==> images/m1.png <==
Scale bar: 50 µm.
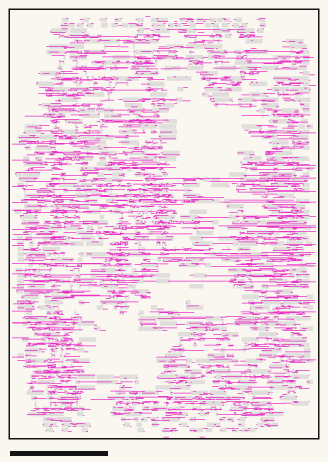
==> images/m2.png <==
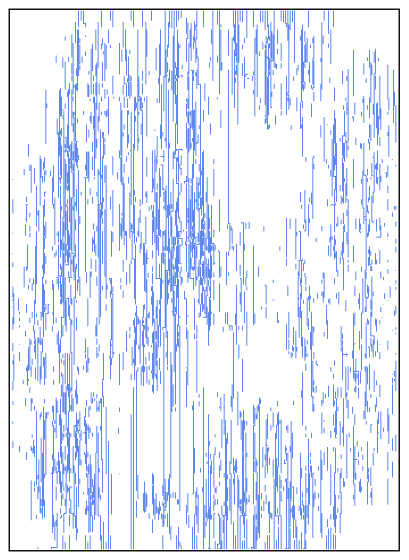
==> images/m3.png <==
Scale bar: 50 µm.
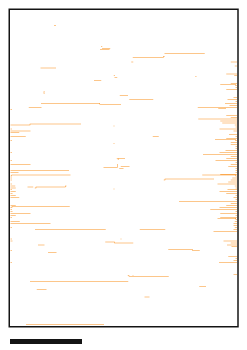
==> images/m4.png <==
Scale bar: 50 µm.
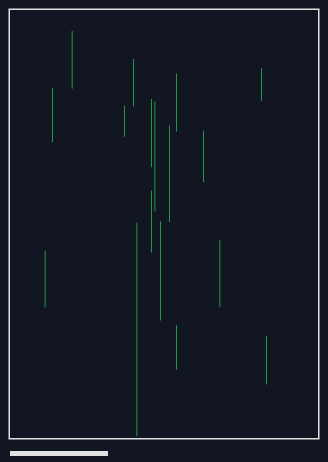
<file path="config.mk">
export PLATFORM = sky130hd
export DESIGN_NAME = ethpipe_rx_slots_flat
export DESIGN_NICKNAME = d
export VERILOG_FILES = /design/src/rtl/ethpipe_rx_slots_if.sv /design/src/rtl/ethpipe_rx_slots.sv /design/src/flat_wrapper.sv
export SDC_FILE = /design/constraint.sdc
export NUM_CORES = 1
export LEC_CHECK = 0
export ABC_AREA = 1
export CAP_MARGIN = 20
export CORE_ASPECT_RATIO = 1.4
export CORE_MARGIN = 2
export CORE_UTILIZATION = 33
export DETAILED_ROUTE_END_ITERATION = 6
export MAX_ROUTING_LAYER = met4
export PLACE_DENSITY_LB_ADDON = 0.2
export SYNTH_ARGS = -nofsm -noshare
export SYNTH_HDL_FRONTEND = slang
export SYNTH_SLANG_ARGS = --single-unit
</file>
<file path="constraint.sdc">
create_clock -name gmii_rx_clk -period 1.83 [get_ports gmii_rx_clk]
set_input_delay 0.183 -clock gmii_rx_clk [delete_from_list [all_inputs] [get_ports gmii_rx_clk]]
set_output_delay 0.183 -clock gmii_rx_clk [all_outputs]
set_load 0.01 [all_outputs]
</file>
<file path="src/rtl/ethpipe_rx_slots_if.sv">
// Frame-RAM write bus and descriptor handshake of the GMII receive engine.
// master: the receive engine (drives RAM writes and descriptors, takes desc_ready)
// slave : the consumer side (RAM / DMA), drives desc_ready
//   ram_wr_en, ram_addr {slot, word}, ram_data (byte k in lane k%4), ram_byte_en
//   desc_valid / desc_ready handshake with desc_slot, desc_len, desc_ts, desc_err
interface ethpipe_rx_slots_if #(
  parameter int SLOT_W  = 2,
  parameter int SLOT_AW = 9,
  parameter int LEN_W   = 12,
  parameter int TS_W    = 64
);
  logic                       ram_wr_en;
  logic [SLOT_W+SLOT_AW-1:0]  ram_addr;
  logic [31:0]                ram_data;
  logic [3:0]                 ram_byte_en;
  logic                       desc_valid;
  logic                       desc_ready;
  logic [SLOT_W-1:0]          desc_slot;
  logic [LEN_W-1:0]           desc_len;
  logic [TS_W-1:0]            desc_ts;
  logic                       desc_err;

  modport master (
    output ram_wr_en, ram_addr, ram_data, ram_byte_en,
    output desc_valid, desc_slot, desc_len, desc_ts, desc_err,
    input  desc_ready
  );

  modport slave (
    input  ram_wr_en, ram_addr, ram_data, ram_byte_en,
    input  desc_valid, desc_slot, desc_len, desc_ts, desc_err,
    output desc_ready
  );
endinterface

</file>
<file path="src/rtl/ethpipe_rx_slots.sv">
// GMII receive engine writing frames into a ring of SLOT_NUM slots of a
// shared 32-bit frame RAM. Preamble/SFD are stripped, bytes are packed
// little-endian into words, and one descriptor (slot, length, SFD timestamp,
// error) is posted per stored frame. Single clock domain (gmii_rx_clk).
// Ports:
//   gmii_rx_clk, sys_rst_n          clock, async active-low reset
//   global_counter                  time base sampled on the SFD cycle
//   gmii_rxd, gmii_rx_dv, gmii_rx_er GMII receive side
//   bus (master)                    frame RAM writes + descriptor handshake
//   slot_release                    pulse: frees the oldest occupied slot
//   free_cnt                        number of free slots
//   drop_cnt                        saturating count of frames dropped at SFD
//
// state     | meaning
// WAIT_IDLE | after reset, wait for dv low so no frame is entered mid-way
// IDLE      | line idle, waiting for dv
// PREAMBLE  | skipping 0x55 bytes, waiting for SFD 0xD5
// DATA      | storing frame bytes into the current slot
// DONE      | post descriptor, advance write slot
// DROP      | discard remainder of frame until dv low
module ethpipe_rx_slots #(
  parameter int SLOT_NUM = 4,
  parameter int SLOT_AW  = 9,
  parameter int LEN_W    = 12,
  parameter int TS_W     = 64,
  parameter int MAX_LEN  = 1522
) (
  input  logic                        gmii_rx_clk,
  input  logic                        sys_rst_n,
  input  logic [TS_W-1:0]             global_counter,
  input  logic [7:0]                  gmii_rxd,
  input  logic                        gmii_rx_dv,
  input  logic                        gmii_rx_er,
  ethpipe_rx_slots_if.master          bus,
  input  logic                        slot_release,
  output logic [$clog2(SLOT_NUM):0]   free_cnt,
  output logic [15:0]                 drop_cnt
);
  localparam int SLOT_W = $clog2(SLOT_NUM);
  localparam logic [LEN_W-1:0]  MAX_LEN_C  = LEN_W'(MAX_LEN);
  localparam logic [SLOT_W:0]   SLOT_NUM_C = (SLOT_W+1)'(SLOT_NUM);

  typedef enum logic [2:0] {
    WAIT_IDLE, IDLE, PREAMBLE, DATA, DONE, DROP
  } state_t;

  state_t state_q, state_d;
  logic   sfd_accept, sfd_reject;

  logic [LEN_W-1:0]          cnt_q;
  logic                      err_q;
  logic [23:0]               lane_q;
  logic [TS_W-1:0]           ts_q;
  logic [SLOT_W-1:0]         wr_slot_q;
  logic [SLOT_W:0]           free_q;
  logic [15:0]               drop_q;

  logic                      ram_wr_q;
  logic [SLOT_W+SLOT_AW-1:0] ram_addr_q;
  logic [31:0]               ram_data_q;
  logic [3:0]                ram_be_q;

  logic                      desc_valid_q;
  logic [SLOT_W-1:0]         desc_slot_q;
  logic [LEN_W-1:0]          desc_len_q;
  logic [TS_W-1:0]           desc_ts_q;
  logic                      desc_err_q;

  logic [3:0]                flush_be;
  logic [31:0]               flush_data;
  logic                      done, rel_ok;

  assign bus.ram_wr_en   = ram_wr_q;
  assign bus.ram_addr    = ram_addr_q;
  assign bus.ram_data    = ram_data_q;
  assign bus.ram_byte_en = ram_be_q;
  assign bus.desc_valid  = desc_valid_q;
  assign bus.desc_slot   = desc_slot_q;
  assign bus.desc_len    = desc_len_q;
  assign bus.desc_ts     = desc_ts_q;
  assign bus.desc_err    = desc_err_q;
  assign free_cnt        = free_q;
  assign drop_cnt        = drop_q;

  // The oldest occupied slot is wr_slot - (SLOT_NUM - free_cnt), so the
  // release order needs no pointer of its own; only the count is kept.
  assign done   = (state_q == DONE);
  assign rel_ok = slot_release && (free_q != SLOT_NUM_C);

  always_ff @(posedge gmii_rx_clk or negedge sys_rst_n) begin
    if (!sys_rst_n) state_q <= WAIT_IDLE;
    else            state_q <= state_d;
  end

  always_comb begin
    state_d    = state_q;
    sfd_accept = 1'b0;
    sfd_reject = 1'b0;
    case (state_q)
      WAIT_IDLE: if (!gmii_rx_dv) state_d = IDLE;
      IDLE:      if (gmii_rx_dv) state_d = PREAMBLE;
      PREAMBLE: begin
        if (!gmii_rx_dv) begin
          state_d = IDLE;
        end else if (gmii_rxd == 8'hD5) begin
          // a pending unaccepted descriptor would be overwritten by this frame
          if (free_q != '0 && !(desc_valid_q && !bus.desc_ready)) begin
            state_d    = DATA;
            sfd_accept = 1'b1;
          end else begin
            state_d    = DROP;
            sfd_reject = 1'b1;
          end
        end else if (gmii_rxd != 8'h55) begin
          state_d = DROP;
        end
      end
      DATA:      if (!gmii_rx_dv) state_d = (cnt_q == '0) ? IDLE : DONE;
      DONE:      state_d = IDLE;
      DROP:      if (!gmii_rx_dv) state_d = IDLE;
      default:   state_d = WAIT_IDLE;
    endcase
  end

  // partial final word: enable only the lanes that hold frame bytes
  always_comb begin
    flush_be   = 4'b0000;
    flush_data = 32'h0;
    case (cnt_q[1:0])
      2'd1: begin flush_be = 4'b0001; flush_data = {24'h0, lane_q[7:0]};  end
      2'd2: begin flush_be = 4'b0011; flush_data = {16'h0, lane_q[15:0]}; end
      2'd3: begin flush_be = 4'b0111; flush_data = {8'h0,  lane_q};       end
      default: ;
    endcase
  end

  always_ff @(posedge gmii_rx_clk or negedge sys_rst_n) begin
    if (!sys_rst_n) begin
      cnt_q        <= '0;
      err_q        <= 1'b0;
      lane_q       <= '0;
      ts_q         <= '0;
      wr_slot_q    <= '0;
      free_q       <= SLOT_NUM_C;
      drop_q       <= '0;
      ram_wr_q     <= 1'b0;
      ram_addr_q   <= '0;
      ram_data_q   <= '0;
      ram_be_q     <= '0;
      desc_valid_q <= 1'b0;
      desc_slot_q  <= '0;
      desc_len_q   <= '0;
      desc_ts_q    <= '0;
      desc_err_q   <= 1'b0;
    end else begin
      ram_wr_q <= 1'b0;
      ram_be_q <= 4'b0000;

      if (sfd_accept) begin
        cnt_q <= '0;
        err_q <= 1'b0;
        ts_q  <= global_counter;
      end

      if (sfd_reject && drop_q != 16'hFFFF) drop_q <= drop_q + 16'd1;

      if (state_q == DATA) begin
        if (gmii_rx_dv) begin
          if (gmii_rx_er) err_q <= 1'b1;
          if (cnt_q == MAX_LEN_C) begin
            // truncated: byte discarded, length frozen
            err_q <= 1'b1;
          end else begin
            case (cnt_q[1:0])
              2'd0: lane_q[7:0]   <= gmii_rxd;
              2'd1: lane_q[15:8]  <= gmii_rxd;
              2'd2: lane_q[23:16] <= gmii_rxd;
              default: begin
                ram_wr_q   <= 1'b1;
                ram_be_q   <= 4'hF;
                ram_addr_q <= {wr_slot_q, cnt_q[SLOT_AW+1:2]};
                ram_data_q <= {gmii_rxd, lane_q};
              end
            endcase
            cnt_q <= cnt_q + LEN_W'(1);
          end
        end else if (cnt_q[1:0] != 2'd0) begin
          ram_wr_q   <= 1'b1;
          ram_be_q   <= flush_be;
          ram_addr_q <= {wr_slot_q, cnt_q[SLOT_AW+1:2]};
          ram_data_q <= flush_data;
        end
      end

      if (done) begin
        desc_valid_q <= 1'b1;
        desc_slot_q  <= wr_slot_q;
        desc_len_q   <= cnt_q;
        desc_ts_q    <= ts_q;
        desc_err_q   <= err_q;
        wr_slot_q    <= wr_slot_q + SLOT_W'(1);
      end else if (desc_valid_q && bus.desc_ready) begin
        desc_valid_q <= 1'b0;
      end

      case ({rel_ok, done})
        2'b10:   free_q <= free_q + (SLOT_W+1)'(1);
        2'b01:   free_q <= free_q - (SLOT_W+1)'(1);
        default: ;
      endcase
    end
  end
endmodule

</file>
<file path="src/flat_wrapper.sv">
// flat-port wrapper written by rule: the top's interface ports become plain ports
module ethpipe_rx_slots_flat 
#(
  parameter int SLOT_NUM = 4,
  parameter int SLOT_AW  = 9,
  parameter int LEN_W    = 12,
  parameter int TS_W     = 64,
  parameter int MAX_LEN  = 1522
)
  (gmii_rx_clk, sys_rst_n, global_counter, gmii_rxd, gmii_rx_dv, gmii_rx_er, slot_release, free_cnt, drop_cnt, bus_ram_wr_en, bus_ram_addr, bus_ram_data, bus_ram_byte_en, bus_desc_valid, bus_desc_slot, bus_desc_len, bus_desc_ts, bus_desc_err, bus_desc_ready);
  ethpipe_rx_slots_if #(.SLOT_W(2), .SLOT_AW(SLOT_AW), .LEN_W(LEN_W), .TS_W(TS_W)) bus_i ();
  input  logic gmii_rx_clk;
  input  logic sys_rst_n;
  input  logic [TS_W-1:0] global_counter;
  input  logic [7:0] gmii_rxd;
  input  logic gmii_rx_dv;
  input  logic gmii_rx_er;
  input  logic slot_release;
  output logic [$clog2(SLOT_NUM):0] free_cnt;
  output logic [15:0] drop_cnt;
  output wire logic [$bits(bus_i.ram_wr_en)-1:0] bus_ram_wr_en;
  output wire logic [$bits(bus_i.ram_addr)-1:0] bus_ram_addr;
  output wire logic [$bits(bus_i.ram_data)-1:0] bus_ram_data;
  output wire logic [$bits(bus_i.ram_byte_en)-1:0] bus_ram_byte_en;
  output wire logic [$bits(bus_i.desc_valid)-1:0] bus_desc_valid;
  output wire logic [$bits(bus_i.desc_slot)-1:0] bus_desc_slot;
  output wire logic [$bits(bus_i.desc_len)-1:0] bus_desc_len;
  output wire logic [$bits(bus_i.desc_ts)-1:0] bus_desc_ts;
  output wire logic [$bits(bus_i.desc_err)-1:0] bus_desc_err;
  input wire logic [$bits(bus_i.desc_ready)-1:0] bus_desc_ready;
  assign bus_ram_wr_en = bus_i.ram_wr_en;
  assign bus_ram_addr = bus_i.ram_addr;
  assign bus_ram_data = bus_i.ram_data;
  assign bus_ram_byte_en = bus_i.ram_byte_en;
  assign bus_desc_valid = bus_i.desc_valid;
  assign bus_desc_slot = bus_i.desc_slot;
  assign bus_desc_len = bus_i.desc_len;
  assign bus_desc_ts = bus_i.desc_ts;
  assign bus_desc_err = bus_i.desc_err;
  assign bus_i.desc_ready = bus_desc_ready;
  ethpipe_rx_slots #(.SLOT_NUM(SLOT_NUM), .SLOT_AW(SLOT_AW), .LEN_W(LEN_W), .TS_W(TS_W), .MAX_LEN(MAX_LEN)) u_core (.gmii_rx_clk(gmii_rx_clk), .sys_rst_n(sys_rst_n), .global_counter(global_counter), .gmii_rxd(gmii_rxd), .gmii_rx_dv(gmii_rx_dv), .gmii_rx_er(gmii_rx_er), .bus(bus_i), .slot_release(slot_release), .free_cnt(free_cnt), .drop_cnt(drop_cnt));
endmodule
</file>
==> notes.md <==
This note records the results obtained with Yosys and OpenROAD.

Run status
The run finished with clean final reports.

Critical path
The timing report attributes the biggest portion of critical-path delay to buffers and inverters. The data arrival time of the worst path is 1590 ps. The count of buffer and inverter cells on the critical path is 1. For the worst setup path, the data required time is 1650 ps. The timing report shows that the slowest cell on the worst path is clkdlybuf4s50_1.

The timing report gives the biggest stage delay along the critical path as 580 ps. For flop-to-flop paths, the worst setup slack is 110 ps. The type of the worst setup path is reg -> out.

The worst setup path is launched from a register. In this run the critical path is formed by clkdlybuf4s50_1.

Synthesis
The area fraction of the dominant cell type after synthesis is 58.1%. Ranked by total cell area, the synthesized netlist is headed by dfrtp_1, nand2_1, inv_1, nor2_1, o21ai_0. The yosys synthesis chip area is 10900 µm².

A synthesized cell averages 8.64 µm². The cell with the most instances after synthesis is nand2_1. Once synthesis finished, the tally of register bits stood at 253.

The synthesized netlist occupies a cell area of 10900 µm². Per Yosys stat, the portion of area used by sequential elements is 58.3%. The net count after synthesis is 1344. Yosys printed 0 warnings. Synthesis instantiated 32 different standard cells from the library. Per the synth stats, the proportion of register bits with asynchronous set or reset is 100%.

Clocking
No sink is reached through more buffers than the 3 on the longest clock path. The clock root buffer is clkbuf_16. The number of clock sinks is 253. The CTS tree is built. The buffer count from post-CTS setup fixing is 0. CTS built an H-tree with a depth of 1.

After clock tree synthesis, the clock-pin slew on the worst setup and hold paths is 60 ps.

Cells and area
The synthesis-to-layout area growth is 39.0%. The final antenna diode tally reported by the flow is 0. The number of non-filler instances in the completed layout is 1992. The share of final-layout standard cells stronger than drive strength 1 is 9.28%. In the final design database the tool counted 1617 nets.

Final timing
The clock arrives with 11.2 ps of skew. The final number of max-transition violations is 0. The final hold violation count is 0. The fmax is 0.563 GHz.

The time the worst path needs with I/O delays and setup is 1780 ps. The slew at the pin with the worst max-slew slack is 603 ps. The tightest hold path in the finished design has a slack of 195 ps. Of the available clock period, the critical path in the final layout requires 97.1%. The last timing report of the flow puts the setup violation total at 0. The smallest setup slack after layout is 52.4 ps. Setup repair after global routing could not meet its margin everywhere.

Global route
The overall global routing resource usage is 17.4%. The initial antenna violation count is 0. The total overflow reported by the global router is 0. The via count of the first global-routing pass was 9009.

Detailed routing
The DRC marker count from the first detailed-route iteration is 420. Once detail routing completed, the nets flagged for antenna violations numbered 0. The iteration count of the initial detailed-routing pass is 5. The routed design shows a wire length per standard cell of 14.5 µm. The routed via count divided by cell count is 4.48.

Place
The number of buffers added on ports is 224. Detailed placement finished with a half-perimeter wire length of 20500 µm. The pre-CTS setup slack is -159 ps. RePlAce ended its routability-driven mode at a weighted congestion of 0.876.

Run
The number of warnings in the stage logs is 33.

Die
The core region is 32400 µm². The number of I/O pins is 225. The die boundary width is 157 µm. The die span in y is 219 µm. The total die area is 34400 µm².

Power and ir drop
The peak ir drop on the vdd network is 0.662 mV. The reported leakage power is 7.43 nW. The flow reported a cell area power density of 1350 nW/µm².
About m1.png:
wire length on this layer: 11900 µm
main direction: horizontal
total detailed-routing wirelength: 28900 µm
total number of vias: 8930

About m2.png:
nets with wire on the layer: 1296
longest straight run: 75.1 µm
share of all routed wire: 52%
main direction: vertical
M2 GR Usage: 30.4%

About m3.png:
main direction: horizontal
longest straight run: 67.6 µm
wire length on this layer: 1420 µm
nets with wire on the layer: 136
met3 track utilization from global routing: 2.97%

About m4.png:
nets with wire on the layer: 7
longest straight run: 109 µm
share of all routed wire: 2.1%
main direction: vertical
wire length on this layer: 607 µm

[stage by stage]
stage          util [%]  instance area, µm²  TNS (ps)
2_1_floorplan         -               10900         0
3_3_place_gp       43.5               14100     -1670
3_5_place_dp       43.5               14100     -2620
4_1_cts            46.5               15100     -6.58
5_1_grt            46.6               15100     -44.0
6_report           46.6               15100         0
[cells in the final DEF (no fill, tap or decap), types with 5 or more instances in the layout]
master and instances:
buf_4 55, nand4_1 46, clkdlybuf4s50_1 222, nand2_2 5
dfrtp_1 251, inv_1 145, clkbuf_1 10, nand3_1 27
xor2_1 7, nor3_1 5, o21ai_0 84, xnor2_1 8
clkbuf_8 5, nor2_1 135, clkbuf_16 29, ha_1 7
o21ai_1 25, nand2_1 362, buf_12 15, a21oi_1 68
[logic make-up (layout without fill, tap and decap cells)]
logic type	count (synthesis)	after routing	synth area share, %
simple gates	598	598	23.2
flops	253	253	58.3
buf+inv	201	496	7.69
compound gates	181	181	8.47
xor+xnor	15	15	1.21
fa+ha+maj	9	9	1.11
[state kept, by name, summed over array words and instances (netlist names)]
name	count
u_core.bus.desc_ts	64
u_core.ts_q	64
u_core.bus.ram_data	32
u_core.lane_q	24
u_core.drop_cnt	16
u_core.bus.desc_len	12
u_core.cnt_q	12
u_core.bus.ram_addr	11
u_core.bus.ram_byte_en	4
u_core.free_cnt	3
u_core.state_q	3
u_core.bus.desc_slot	2
u_core.wr_slot_q	2
u_core.bus.desc_err	1
u_core.bus.desc_valid	1
u_core.bus.ram_wr_en	1
u_core.err_q	1
[final timing paths]
path                            cells past startpoint                      to
worst min register to register                      2     u_core.bus.desc_err
worst min-delay path                                2      u_core.drop_cnt[2]
max in group asynchronous                           3  u_core.bus.desc_ts[54]
min in group gmii_rx_clk                            3         u_core.ts_q[54]
worst max register to register                      9      u_core.free_cnt[2]
worst max-delay path                                1             drop_cnt[9]
[cell type report]
class	instances	area, µm²
clock buffer	44	832
fill	3259	17300
tap	440	551
clock inverter	8	106
inverter	149	564
timing repair buffer	295	2970
multi-input combinational	803	3730
sequential	253	6330
[where the power goes]
group | internal [mW] | switching (mW)
Combinational | 3.39 | 3.20
Clock | 3.41 | 2.33
Sequential | 7.12 | 0.869
[routing by layer]
metal	vias up	GRT usage (%)	wire length [µm]
met5	-	-	0
li1	4491	-	-
met3	36	2.97	1420
met4	0	4.88	606
met1	4220	20.6	11900
met2	183	30.4	14900
[repair_timing]
action	4_1_cts	5_1_grt
endpoints found under the hold margin	56	0
pin swaps	0	1
gates resized	2	11
endpoints found under the setup margin	2	38
hold buffers	1	0
cloned	0	0
Power and IR drop assume default switching activity.
